## config.mk

```make
export PLATFORM = sky130hd
export DESIGN_NAME = tone_period_meter
export DESIGN_NICKNAME = d
export VERILOG_FILES = /design/src/rtl/tone_period_meter_pkg.sv /design/src/rtl/tone_period_meter_sync_edge_detect.sv /design/src/rtl/tone_period_meter.sv
export SDC_FILE = /design/constraint.sdc
export NUM_CORES = 1
export LEC_CHECK = 0
export CAP_MARGIN = 0
export CELL_PAD_IN_SITES_DETAIL_PLACEMENT = 1
export CELL_PAD_IN_SITES_GLOBAL_PLACEMENT = 1
export CORE_MARGIN = 1
export CORE_UTILIZATION = 30
export CTS_BUF_LIST = sky130_fd_sc_hd__clkbuf_8
export DETAILED_ROUTE_END_ITERATION = 10
export PLACE_DENSITY_LB_ADDON = 0.1
export SETUP_SLACK_MARGIN = 0.15
export SYNTH_ARGS = -nofsm -noshare
export SYNTH_HDL_FRONTEND = slang
export SYNTH_SLANG_ARGS = --single-unit
```

## constraint.sdc

```tcl
create_clock -name clk_in -period 4.1 [get_ports clk_in]
set_input_delay 0.41 -clock clk_in [delete_from_list [all_inputs] [get_ports clk_in]]
set_output_delay 0.41 -clock clk_in [all_outputs]
set_load 0.05 [all_outputs]
```

## src/rtl/tone_period_meter_pkg.sv

```systemverilog
// tone_period_meter_pkg: FSM state codes and default counter width shared with the divider chain
package tone_period_meter_pkg;
  localparam int CNT_W_DEF = 27;
  typedef enum logic [1:0] {ACQUIRE = 2'd0, MEASURE = 2'd1, LOST = 2'd2} state_t;
endpackage

```

## src/rtl/tone_period_meter_sync_edge_detect.sv

```systemverilog
// tone_period_meter_sync_edge_detect: 2-flop synchronizer plus edge register giving s_sync and rise
module tone_period_meter_sync_edge_detect (
  input  logic clk_in,
  input  logic rst_n,
  input  logic sig_in,
  output logic s_sync,
  output logic rise
);
  logic meta, s_prev;
  always_ff @(posedge clk_in or negedge rst_n)
    if (!rst_n) begin
      meta   <= 1'b0;
      s_sync <= 1'b0;
      s_prev <= 1'b0;
    end else begin
      meta   <= sig_in;
      s_sync <= meta;
      s_prev <= s_sync;
    end
  assign rise = s_sync & ~s_prev;
endmodule

```

## src/rtl/tone_period_meter.sv

```systemverilog
// tone_period_meter: measures period and high time of a slow square wave in clk_in cycles
module tone_period_meter
  import tone_period_meter_pkg::*;
#(
  parameter int CNT_W      = CNT_W_DEF,
  parameter int TIMEOUT    = 100_000_000,
  parameter int MIN_PERIOD = 4
) (
  input  logic             clk_in,
  input  logic             rst_n,
  input  logic             sig_in,
  output logic [CNT_W-1:0] period_out,
  output logic [CNT_W-1:0] high_out,
  output logic             period_valid,
  output logic             signal_lost
);
  if (longint'(TIMEOUT) > (longint'(1) << CNT_W) - 1) begin : g_timeout_chk
    $error("TIMEOUT does not fit in CNT_W bits");
  end
  if (MIN_PERIOD < 2) begin : g_min_chk
    $error("MIN_PERIOD must be at least 2");
  end
  state_t state, state_nxt;
  logic s_sync, rise, timeout, accept, restart;
  logic [CNT_W-1:0] cnt, hcnt, cnt_inc, hcnt_inc;
  tone_period_meter_sync_edge_detect u_sync (
    .clk_in(clk_in),
    .rst_n (rst_n),
    .sig_in(sig_in),
    .s_sync(s_sync),
    .rise  (rise)
  );
  assign cnt_inc  = cnt + CNT_W'(1);
  assign hcnt_inc = hcnt + CNT_W'(s_sync);
  always_ff @(posedge clk_in or negedge rst_n)
    if (!rst_n) state <= ACQUIRE;
    else state <= state_nxt;
  always_comb
    state_nxt = state == MEASURE ? (timeout ? LOST : MEASURE)
              : rise ? MEASURE
              : state == LOST ? LOST : ACQUIRE;
  // timeout outranks a coincident rise, so that edge never reports a period
  always_comb begin
    timeout     = state == MEASURE && cnt == CNT_W'(TIMEOUT - 1);
    accept      = state == MEASURE && !timeout && rise && cnt_inc >= CNT_W'(MIN_PERIOD);
    restart     = state != MEASURE && rise;
    signal_lost = state == LOST;
  end
  always_ff @(posedge clk_in or negedge rst_n)
    if (!rst_n) begin
      cnt          <= '0;
      hcnt         <= '0;
      period_out   <= '0;
      high_out     <= '0;
      period_valid <= 1'b0;
    end else begin
      period_valid <= accept;
      if (accept) begin
        period_out <= cnt_inc;
        high_out   <= hcnt_inc;
      end
      if (restart || accept) begin
        cnt  <= '0;
        hcnt <= '0;
      end else if (state == MEASURE && !timeout) begin
        cnt  <= cnt_inc;
        hcnt <= hcnt_inc;
      end
    end
endmodule

```

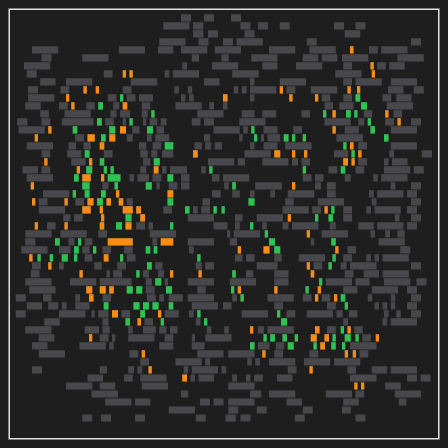
(run_1/gates.png)
colour	family	cells	most used
orange	nor cells	104	nor2_1
green	nand cells	113	nand2_1

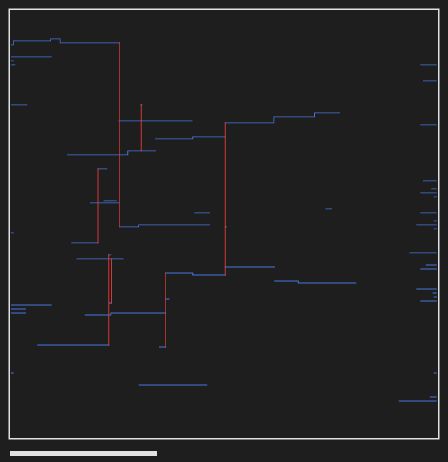
(run_1/layers.png)
Scale bar: 50 um. Only two layers are drawn.
colour	layer	wire length
red	M4	226 um
blue	M3	521 um
routed len/inst: 17.7 um
GRT Util Overall: 0.172
routed wire length: 17.1 mm
via count: 4,808

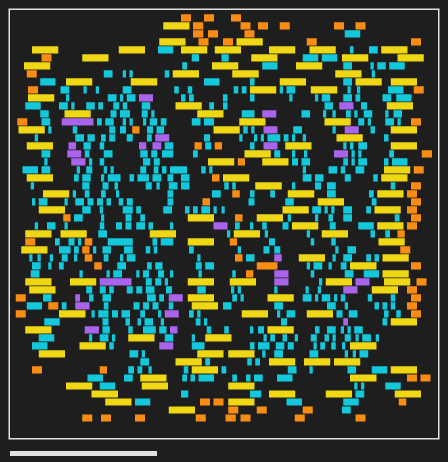
(run_1/class_map.png)
Scale bar: 50 um.
colour	class	cells	share of their area
cyan	remaining logic cells	474	44%
orange	remaining buffers and delay cells	77	10%
purple	clock drivers and dummy loads	29	5.4%
yellow	registers	114	40%
Finished Core Util: 0.366
Placeable Area: 20,200 um^2
Placement Rows: 52
flop share of the area: 0.385
post-route cell area: 7420 um^2

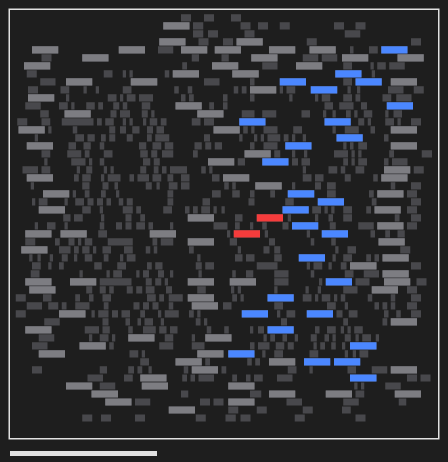
(run_1/ff_map.png)
Scale bar: 50 um. Other sequential cells in the stronger grey, the rest of the logic in the fainter grey.
colour	netlist name	sequential cells
red	`state`	2
blue	`hcnt`	27
not coloured	85
sequential power: 1.30 mW
FF+latch area: 2850 um^2

==> deck_impl_summary.md, run 1 <==
Flow Results at a Glance

Synthesis
  • Syn avg cell area: 9.79 um^2
  • Dominant cell area share: 0.462
  • Flip-flops with a built-in enable: 0
  • Yosys Chip Area: 6170 um^2
  • Post-synth top cells: dfrtp_1, nor2_1, o21ai_0, xnor2_1, nand2_1
  • Most common cell in the netlist: dfrtp_1
  • Top cells by area, synth: dfrtp_1, xnor2_1, mux2_4
  • Synth Instances: between 600 and 700

Worst setup path
  • Startpoint types: flop
  • Worst Setup SP: cnt[0]
  • Reg2reg start: cnt[0]
  • Slowest cell on crit path: or4_1

Timing
  • Final hold vios: 0
  • Worst setup margin: 395 ps
  • Final tally of setup violations: 0
  • TNS Setup: 0 ps

Layout
  • Most frequent cells in the layout: dfrtp_1, nor2_1, o21ai_0
  • Area grow syn2layout: 20.1%
  • Ratio of cells with drive above 1 in the final layout: 0.131

Route
  • Post-route ant nets: 0
  • DRC viols: 0
  • DRT Pass-1 Iters: 4

Clock network
  • Root Buffer: clkbuf_8
  • Num CTS Buffers: 17
  • Postcts setup bufs: 0

Global routing
  • Initial antenna violation count: 0

Outcome
  • Outcome: complete, no violations

Placement
  • Port Buf Inserts: 58
  • Placed Cells: approximately 940

Die
  • Chip width: ~150 um

Hold path
  • Min-delay worst type: input port to asynchronous set/reset pin

Power and ir drop
  • Power, Total: a little over 3 mW
[run 1: how the worst min path moves through the flow]
| stage | slack, ps | endpoint | depth (start not counted) |
|---|---|---|---|
| after detailed placement | 340 | u_sync.s_sync | 0 |
| final | 70 | hcnt[21] | 1 |
| after global placement | 340 | u_sync.s_sync | 0 |
| after global routing | 130 | hcnt[21] | 1 |
| after CTS | 110 | hcnt[22] | 1 |
| after floorplan | 110 | cnt[0] | 0 |
[run 1: cells by family (layout without fill, tap and decap cells)]
group	Yosys count	in the layout	share of synthesized area
mux	32	32	0.0752
xor+xnor	88	88	0.125
fa+ha+maj	4	4	0.00811
simple gates	250	250	0.204
buf+inv	56	119	0.0436
compound gates	87	87	0.0823
flops	114	114	0.462
[run 1: registers in the layout (all words and copies together), names as in the netlist]
signal	count
cnt	27
hcnt	27
high_out	27
period_out	27
period_valid	1
state	2
u_sync.meta	1
u_sync.s_prev	1
u_sync.s_sync	1
[run 1: cell type report]
class	count	area (um^2)	area share
Timing Repair Buffer	77	733	0.0989
Inverter	13	51.3	0.00692
Multi-Input combinational cell	461	3060	0.412
Clock buffer	20	275	0.0371
Tap cell	270	338	0.0456
Sequential cell	114	2850	0.385
Clock inverter	9	109	0.0147
[run 1: metal layers]
metal	GRT usage	routed length (um)	part of all wire
met5	0	0	0
met4	0.0500	225	0.013
met3	0.0395	521	0.031
met2	0.292	8550	0.50
met1	0.219	7750	0.45
[run 1: power breakdown]
part / total [mW] / switching (mW) / internal (mW) / leakage [nW]
Sequential: 1.30 / 0.0955 / 1.20 / 1.56
Clock: 1.05 / 0.473 / 0.576 / 0.185
Combinational: 0.717 / 0.480 / 0.237 / 1.35
Total: 3.06 / 1.05 / 2.02 / 3.10
==> run_1/congestion_map.png <==
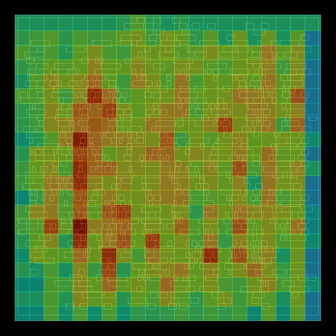

==> run 2: changes to the inputs <==
--- a/config.mk
+++ b/config.mk
@@ -13,6 +13,7 @@
 export CTS_BUF_LIST = sky130_fd_sc_hd__clkbuf_8
 export DETAILED_ROUTE_END_ITERATION = 10
 export PLACE_DENSITY_LB_ADDON = 0.1
+export RECOVER_POWER = 50
 export SETUP_SLACK_MARGIN = 0.15
 export SYNTH_ARGS = -nofsm -noshare
 export SYNTH_HDL_FRONTEND = slang
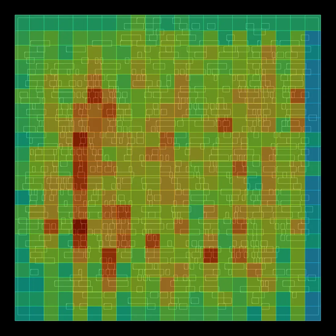
(run_2/congestion_map.png)
routed len/inst: 17.7 um
met3 usage: 0.0395
Finished Core Util: 0.366
GRT busiest layer: met2
met2 Usage GRT: 0.292

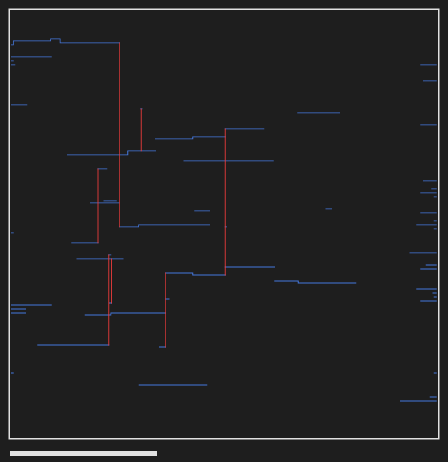
(run_2/layers.png)
Scale bar: 50 um. Only two layers are drawn.
colour	layer	wire length
blue	M3	511 um
red	M4	222 um
routed wire length: 17.0 mm
via count: 4,816

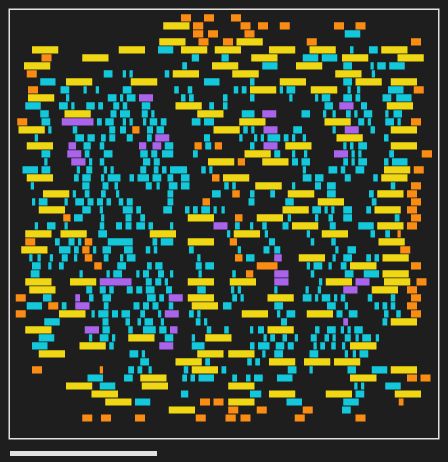
(run_2/class_map.png)
Scale bar: 50 um.
colour	class	cells	share of their area
purple	clock drivers and dummy loads	29	5.4%
cyan	remaining logic cells	474	44%
yellow	registers	114	40%
orange	remaining buffers and delay cells	77	10%
flop share of the area: 0.385
post-route cell area: 7410 um^2

==> run 2 against run 1 <==
Maximum frequency hardly changed. Largest power group unchanged. Count of clock-buffer cells in the layout unchanged. Clock skew barely moved. Register-to-register slack about the same. Hold slack improved by 290 ps. Wire length is essentially flat. The flow now finishes with violations (capacitance limit, slew limit). Power decreased by 0.19%. Sequential power about the same. Clock power barely moved. Critical path depth is the same.
==> deck_impl_summary.md, run 2 <==
Flow Results at a Glance

Route
  • DRT Pass-1 Iters: 4 (unchanged)
  • Post-route ant nets: 0 (unchanged)

Outcome
  • Failing checks: capacitance limit, slew limit
  • Outcome: complete, but fails checks

Timing
  • Max Slew Vio Count: 66
  • TNS Setup: 0 ps (unchanged)
  • Final tally of setup violations: 0 (unchanged)
  • Worst setup margin: 397 ps (+1.78 ps)

Layout
  • Most frequent cells in the layout: dfrtp_1, nor2_1, o21ai_0
  • Ratio of cells with drive above 1 in the final layout: 0.128 (-0.00288)
  • Area grow syn2layout: 19.9%

Run
  • MaxCap Viol Count: 1

Global routing
  • Initial antenna violation count: 0 (unchanged)

Clock network
  • Postcts setup bufs: 0 (unchanged)

Synthesis
  • Post-synthesis simple-gate area fraction: 0.204 (unchanged)
  • Yosys Chip Area: 6170 um^2 (unchanged)
  • Top cells by area, synth: dfrtp_1, xnor2_1, mux2_4
  • Post-synth top cells: dfrtp_1, nor2_1, o21ai_0, xnor2_1, nand2_1
  • Most common cell in the netlist: dfrtp_1
  • Dominant cell area share: 0.462 (unchanged)
  • Multiplexer share of the synthesized area: 0.0752 (unchanged)

Die
  • Chip width: 145 um (unchanged)

Worst setup path
  • Startpoint types: flop
[run 2: path summary, 6_finish.rpt]
check,start,endpoint,slack [ps],cells past startpoint
max,cnt[0],high_out[26],400,10
min,u_sync.meta,u_sync.s_sync,360,0
max reg2reg,cnt[0],high_out[26],400,10
min reg2reg,u_sync.meta,u_sync.s_sync,360,0
max in group asynchronous,rst_n,high_out[13],1610,2
min in group asynchronous,rst_n,hcnt[21],400,1
[run 2: final cells by class]
type | count | area [um^2]
Sequential cell | 114 | 2850
Tap cell | 270 | 338
Multi-Input combinational cell | 461 | 3060
Clock buffer | 20 | 275
Fill cell | 2296 | 12800
Timing Repair Buffer | 77 | 723
Clock inverter | 9 | 109
Inverter | 13 | 51.3
[run 2: layer usage]
layer	routed length, um	vias to the layer above
met1	7750	2446
met4	222	0
met2	8550	67
li1	-	2284
met5	0	-
met3	511	19
[run 2: where the power goes]
group | total [mW] | internal (mW) | switching (mW)
clock | 1.05 | 0.576 | 0.472
sequential | 1.30 | 1.20 | 0.0952
combinational | 0.712 | 0.232 | 0.480
[run 2: critical path, delay by kind of cell (launching register included)]
family	cells	cell delay (ps)
DFF	1	530
adders and majority gates	1	400
muxes	1	410
buffers and inverters	1	500
and+or+nand+nor	6	1690
AOI/OAI and AO/OA	1	60
[run 2: cell families (layout without fill, tap and decap cells)]
kind of cell / count (synthesis) / count (layout)
AND-OR/OR-AND: 87 / 87
XOR/XNOR: 88 / 88
adder cells (fa/ha/maj): 4 / 4
buffers and inverters: 56 / 119
flip-flops: 114 / 114
multiplexers: 32 / 32
AND/OR/NAND/NOR: 250 / 250
No activity file was given, so power comes from the tool's default toggle rates.
